**src/rtl/ws28xx_rx.sv**
```systemverilog
// ============================================================================
// Module   : ws28xx_rx
// Purpose  : WS28xx single-wire line receiver; decodes GRB pixels into RAM writes.
//            Define WS28XX_RX_FWD_EN to forward the line past PIX_MAX pixels.
// Revision : 1.0 - initial release
// ============================================================================
`default_nettype none

module ws28xx_rx #(
  parameter int BIT_TH  = 48,
  parameter int RST_CNT = 4000,
  parameter int HI_MAX  = 160,
  parameter int PIX_MAX = 256
) (
  input  logic        clk_i,
  input  logic        rst_n_i,
  input  logic        din_i,
  output logic        dout_o,
  output logic        ram_wr_en_o,
  output logic [7:0]  ram_wr_addr_o,
  output logic [23:0] ram_wr_data_o,
  output logic        frame_done_o,
  output logic [8:0]  pix_cnt_o,
  output logic        err_o
);

  localparam logic [15:0] c_BIT_TH  = 16'(BIT_TH);
  localparam logic [15:0] c_RST_CNT = 16'(RST_CNT);
  localparam logic [15:0] c_HI_MAX  = 16'(HI_MAX);
  localparam logic [8:0]  c_PIX_MAX = 9'(PIX_MAX);

  typedef enum logic [1:0] {
    S_WAIT_RST = 2'd0,
    S_LOW      = 2'd1,
    S_HIGH     = 2'd2
  } state_t;

  state_t       r_state;
  state_t       w_state_nx;
  logic         r_sync1;
  logic         r_din_s;
  logic         r_din_d;
  logic [15:0]  r_hi_cnt;
  logic [15:0]  r_lo_cnt;
  logic [4:0]   r_bit_sel;
  logic [8:0]   r_pix_addr;
  logic [22:0]  r_shift;
  logic         r_wr_en;
  logic [7:0]   r_wr_addr;
  logic [23:0]  r_wr_data;
  logic [8:0]   r_pix_cnt;

  logic         w_rise;
  logic         w_fall;
  logic         w_lo_hit;
  logic         w_bit;
  logic [23:0]  w_shift_nx;
  logic         w_shift_en;
  logic         w_clr_frame;
  logic         w_frame_done;
  logic         w_err;

  always_ff @(posedge clk_i or negedge rst_n_i) begin
    if (!rst_n_i) begin
      r_sync1 <= 1'b0;
      r_din_s <= 1'b0;
      r_din_d <= 1'b0;
    end else begin
      r_sync1 <= din_i;
      r_din_s <= r_sync1;
      r_din_d <= r_din_s;
    end
  end

  assign w_rise     = r_din_s & ~r_din_d;
  assign w_fall     = ~r_din_s & r_din_d;
  assign w_lo_hit   = (r_lo_cnt == c_RST_CNT);
  assign w_bit      = (r_hi_cnt >= c_BIT_TH);
  assign w_shift_nx = {r_shift, w_bit};

  // Each counter runs only while the line sits at its level and saturates.
  always_ff @(posedge clk_i or negedge rst_n_i) begin
    if (!rst_n_i) begin
      r_hi_cnt <= 16'd0;
      r_lo_cnt <= 16'd0;
    end else if (r_din_s) begin
      r_hi_cnt <= (r_hi_cnt == 16'hFFFF) ? r_hi_cnt : r_hi_cnt + 16'd1;
      r_lo_cnt <= 16'd0;
    end else begin
      r_hi_cnt <= 16'd0;
      r_lo_cnt <= (r_lo_cnt == 16'hFFFF) ? r_lo_cnt : r_lo_cnt + 16'd1;
    end
  end

  always_ff @(posedge clk_i or negedge rst_n_i) begin
    if (!rst_n_i) r_state <= S_WAIT_RST;
    else          r_state <= w_state_nx;
  end

  // Reset detection is evaluated before the rise so a coincident rise opens the new frame.
  always_comb begin
    w_state_nx   = r_state;
    w_shift_en   = 1'b0;
    w_clr_frame  = 1'b0;
    w_frame_done = 1'b0;
    w_err        = 1'b0;
    case (r_state)
      S_WAIT_RST: begin
        if (w_lo_hit) begin
          w_clr_frame = 1'b1;
          w_state_nx  = w_rise ? S_HIGH : S_LOW;
        end
      end
      S_LOW: begin
        if (w_lo_hit) begin
          w_clr_frame  = 1'b1;
          w_frame_done = (r_pix_addr != 9'd0);
        end
        if (w_rise) w_state_nx = S_HIGH;
      end
      S_HIGH: begin
        if (r_hi_cnt > c_HI_MAX) begin
          w_err       = 1'b1;
          w_clr_frame = 1'b1;
          w_state_nx  = S_WAIT_RST;
        end else if (w_fall) begin
          w_shift_en = 1'b1;
          w_state_nx = S_LOW;
        end
      end
      default: w_state_nx = S_WAIT_RST;
    endcase
  end

  always_ff @(posedge clk_i or negedge rst_n_i) begin
    if (!rst_n_i) begin
      r_bit_sel  <= 5'd0;
      r_pix_addr <= 9'd0;
      r_shift    <= 23'd0;
      r_wr_en    <= 1'b0;
      r_wr_addr  <= 8'd0;
      r_wr_data  <= 24'd0;
      r_pix_cnt  <= 9'd0;
    end else begin
      r_wr_en <= 1'b0;
      if (w_frame_done) r_pix_cnt <= r_pix_addr;
      if (w_clr_frame) begin
        r_bit_sel  <= 5'd0;
        r_pix_addr <= 9'd0;
      end else if (w_shift_en) begin
        r_shift <= w_shift_nx[22:0];
        if (r_bit_sel == 5'd23) begin
          r_bit_sel <= 5'd0;
          // Pixels past the frame limit are received but never written.
          if (r_pix_addr < c_PIX_MAX) begin
            r_wr_en    <= 1'b1;
            r_wr_addr  <= r_pix_addr[7:0];
            r_wr_data  <= w_shift_nx;
            r_pix_addr <= r_pix_addr + 9'd1;
          end
        end else begin
          r_bit_sel <= r_bit_sel + 5'd1;
        end
      end
    end
  end

`ifdef WS28XX_RX_FWD_EN
  assign dout_o = (r_pix_addr == c_PIX_MAX) & r_din_s;
`else
  assign dout_o = 1'b0;
`endif

  assign ram_wr_en_o   = r_wr_en;
  assign ram_wr_addr_o = r_wr_addr;
  assign ram_wr_data_o = r_wr_data;
  assign frame_done_o  = w_frame_done;
  assign pix_cnt_o     = w_frame_done ? r_pix_addr : r_pix_cnt;
  assign err_o         = w_err;

endmodule

`default_nettype wire

```
**config.mk**
```make
export PLATFORM = sky130hd
export DESIGN_NAME = ws28xx_rx
export DESIGN_NICKNAME = d
export VERILOG_FILES = /design/src/rtl/ws28xx_rx.sv
export SDC_FILE = /design/constraint.sdc
export NUM_CORES = 1
export LEC_CHECK = 0
export CAP_MARGIN = 20
export CORE_MARGIN = 2
export CORE_UTILIZATION = 36
export DETAILED_ROUTE_END_ITERATION = 12
export PLACE_DENSITY = 0.58
export SYNTH_ARGS = -nofsm -noshare
export SYNTH_HDL_FRONTEND = slang
export SYNTH_SLANG_ARGS = --single-unit
```
**constraint.sdc**
```tcl
create_clock -name clk_i -period 2.1 [get_ports clk_i]
set_clock_uncertainty 0.05 [all_clocks]
set_input_delay 0.42 -clock clk_i [delete_from_list [all_inputs] [get_ports clk_i]]
set_output_delay 0.42 -clock clk_i [all_outputs]
set_load 0.005 [all_outputs]
```
layer_met1.png
Cells faint in the background.
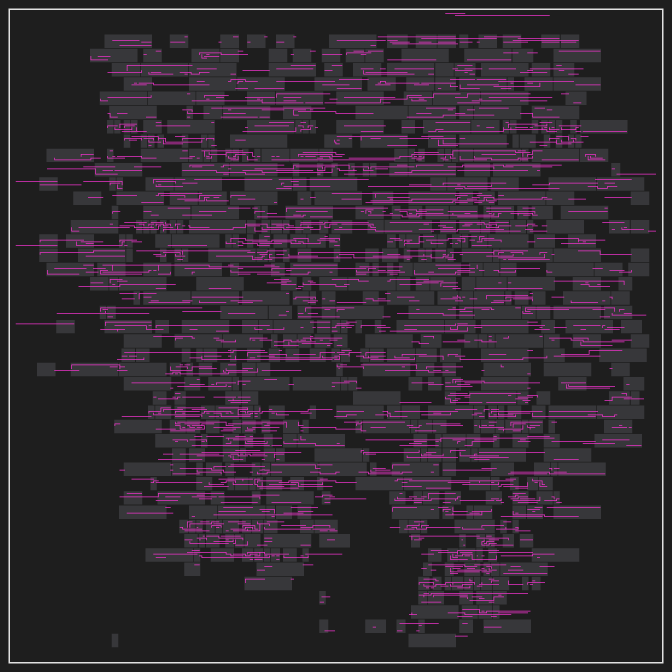
main direction	horizontal
wire length on this layer	5700 um
longest straight run	28.5 um
nets with wire on the layer	595
share of all routed wire	45%
Via Count: 4178
final wirelength: 12600 um

layer_met2.png
The bar under the picture is 20 um long.
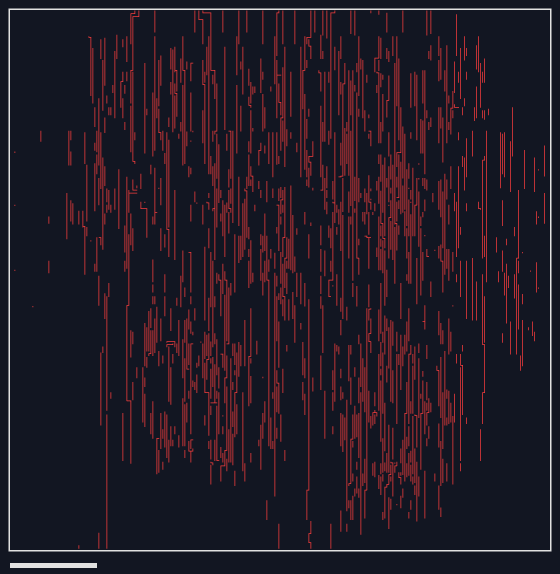
main direction	vertical
nets with wire on the layer	560
share of all routed wire	50%
M2 GR Usage: 27.5%

layer_met3.png
The bar under the picture is 20 um long.
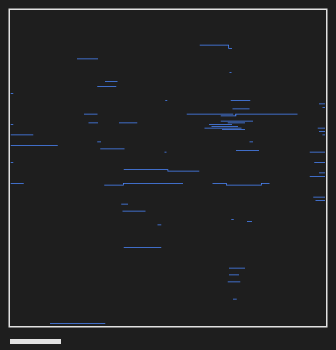
wire length on this layer	411 um
main direction	horizontal
met3 GRT Util: 4.08%

clocks.png
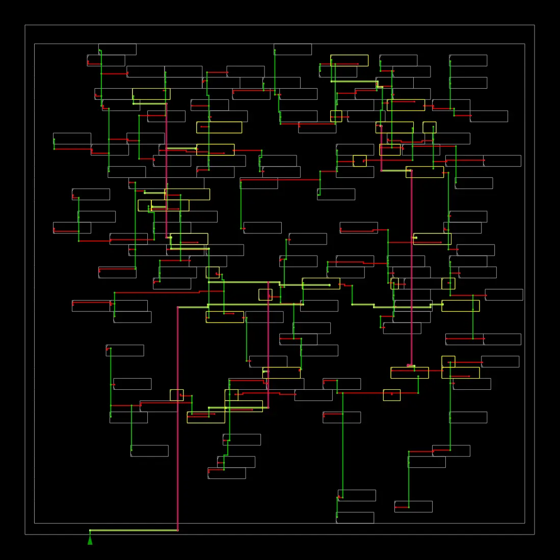
Flops: 116
final-layout clock buffer total: 18
number of buffers created by CTS: 17
CTS sink count: 116

==> changes_impl.md <==
## Implementation

* Commonest cells in the synthesized netlist: dfrtp_1 (116), nand2_1 (96), mux2_2 (40)
* Slowest stage cell, crit path: or4b_4
* Worst VDD drop at 0.000554 V
* CTS Buffer Depth at 2
* Die Y at 124 um
* Synthesis area per yosys at 5210 um^2
* Min cycle time layout at 2.74 ns
* Routing usage on met1 at between 20% and 30%
* Sequential Power at 0.00225 W
* Clock Pin Slew Worst Setup and Hold Paths at around 0.060 ns
* Nets@finish at between 600 and 700
* Fillers at approximately 1200
* Ant. Diodes at 0
* Mean Syn Cell Area at roughly 11 um^2
* Die area at between 15000 and 20000 um^2
* EDFF count, synth at 0
* Metal-1 WL at ~5700 um
* Final period util at 131%
* CTS tree: built
* Dpl ws at -0.569 ns
* Number of global-route vias before repair at approximately 4300
* Initial antenna violation count at 0
* GP Congestion at approximately 0.85
* Buffers & Inverters on Critical Path at 3
* Clk root buf: clkbuf_16
* Gr usage total at approximately 17%
* Final setup margin at -0.641 ns
* FMAX at 365 MHz
* Pre-placement core utilization at a little under two fifths
* Power in combinational cells at 0.000136 W
* Max-cap violations at 0
* Met3 WL at 410 um
* CORE AREA at 14000 um^2
* Violated checks: setup timing
* Cell Type Count at 49
* Top-count cell post-synth: dfrtp_1
* CP Cell Sequence: inv_2 -> ha_4 -> or4b_4 -> o21ai_4 -> nor2_4 -> buf_6 -> mux2_4 -> buf_6
* GRT busiest layer: met2
* Die Span X at 124 um
* RSZ-0062 raised after global routing: true
* IO buf count at 46
* Mapped Cells at 483
* Cell taking the most area after synthesis: dfrtp_1
* H-tree depth at 4
* Final setup violation count at 39
* Yosys Warn Count at 0
* Synthesis-to-layout area growth at 44.9%
* Cell area after layout at 7540 um^2
* Crit Path Max Fanout at 5
* P per Cell Area at between 700 and 800 nW/um^2
* Outcome: complete, but fails checks
* Synthesized cell area at about 5200 um^2
==> cell type report <==
| cell class | instances | area (um^2) | area share (%) |
|---|---|---|---|
| inverters | 11 | 41.3 | 0.547 |
| flip-flops and latches | 116 | 2900 | 38.5 |
| multi-input cells | 340 | 2500 | 33.1 |
| clock buffers | 18 | 439 | 5.82 |
| repair buffers | 144 | 1270 | 16.9 |
| well taps | 180 | 225 | 2.99 |
| clock inverters | 14 | 163 | 2.16 |
==> logic make-up (layout without fill, tap and decap cells) <==
kind of cell    Yosys count  in the layout  synth area share [%]
xor+xnor                 24             24                  4.04
mux                      42             42                  9.03
buf+inv                  27            187                  2.31
fa+ha+maj                 7              7                  1.68
compound gates           46             46                  5.19
simple gates            220            220                  21.9
flops                   116            116                  55.7
other cells               1              1                0.0720
==> cell usage in the layout, fill, tap and decap left out, types with 3 or more instances in the layout <==
master	count
nand3_1	14
inv_6	8
nor2b_1	3
and4_1	6
o21ai_1	4
nor4_4	5
ha_1	4
nand4_1	9
buf_2	5
and3_1	4
xnor2_1	17
dfrtp_1	116
mux2_4	33
buf_8	3
nor4_2	3
or3_1	3
inv_1	8
a21oi_1	13
clkdlybuf4s50_1	34
nor3_1	11
nor4b_1	5
buf_6	14
nor4_1	3
inv_2	3
nand2_1	96
nor2_1	37
o21ai_0	11
clkbuf_16	17
xor2_1	6
mux2_2	7
buf_4	83
==> worst paths after layout <==
check	slack [ns]	end	start	cells past startpoint
max in group asynchronous	1.09	r_pix_cnt[4]	rst_n_i	3
worst max register to register	-0.05	ram_wr_data_o[5]	r_hi_cnt[1]	9
worst max-delay path	-0.64	pix_cnt_o[6]	r_pix_addr[0]	8
worst min register to register	0.30	r_din_s	r_sync1	0
worst min-delay path	0.30	r_din_s	r_sync1	0
min in group asynchronous	0.56	r_shift[0]	rst_n_i	3
Power figures rest on the tool's default switching activity, not on a simulated workload.
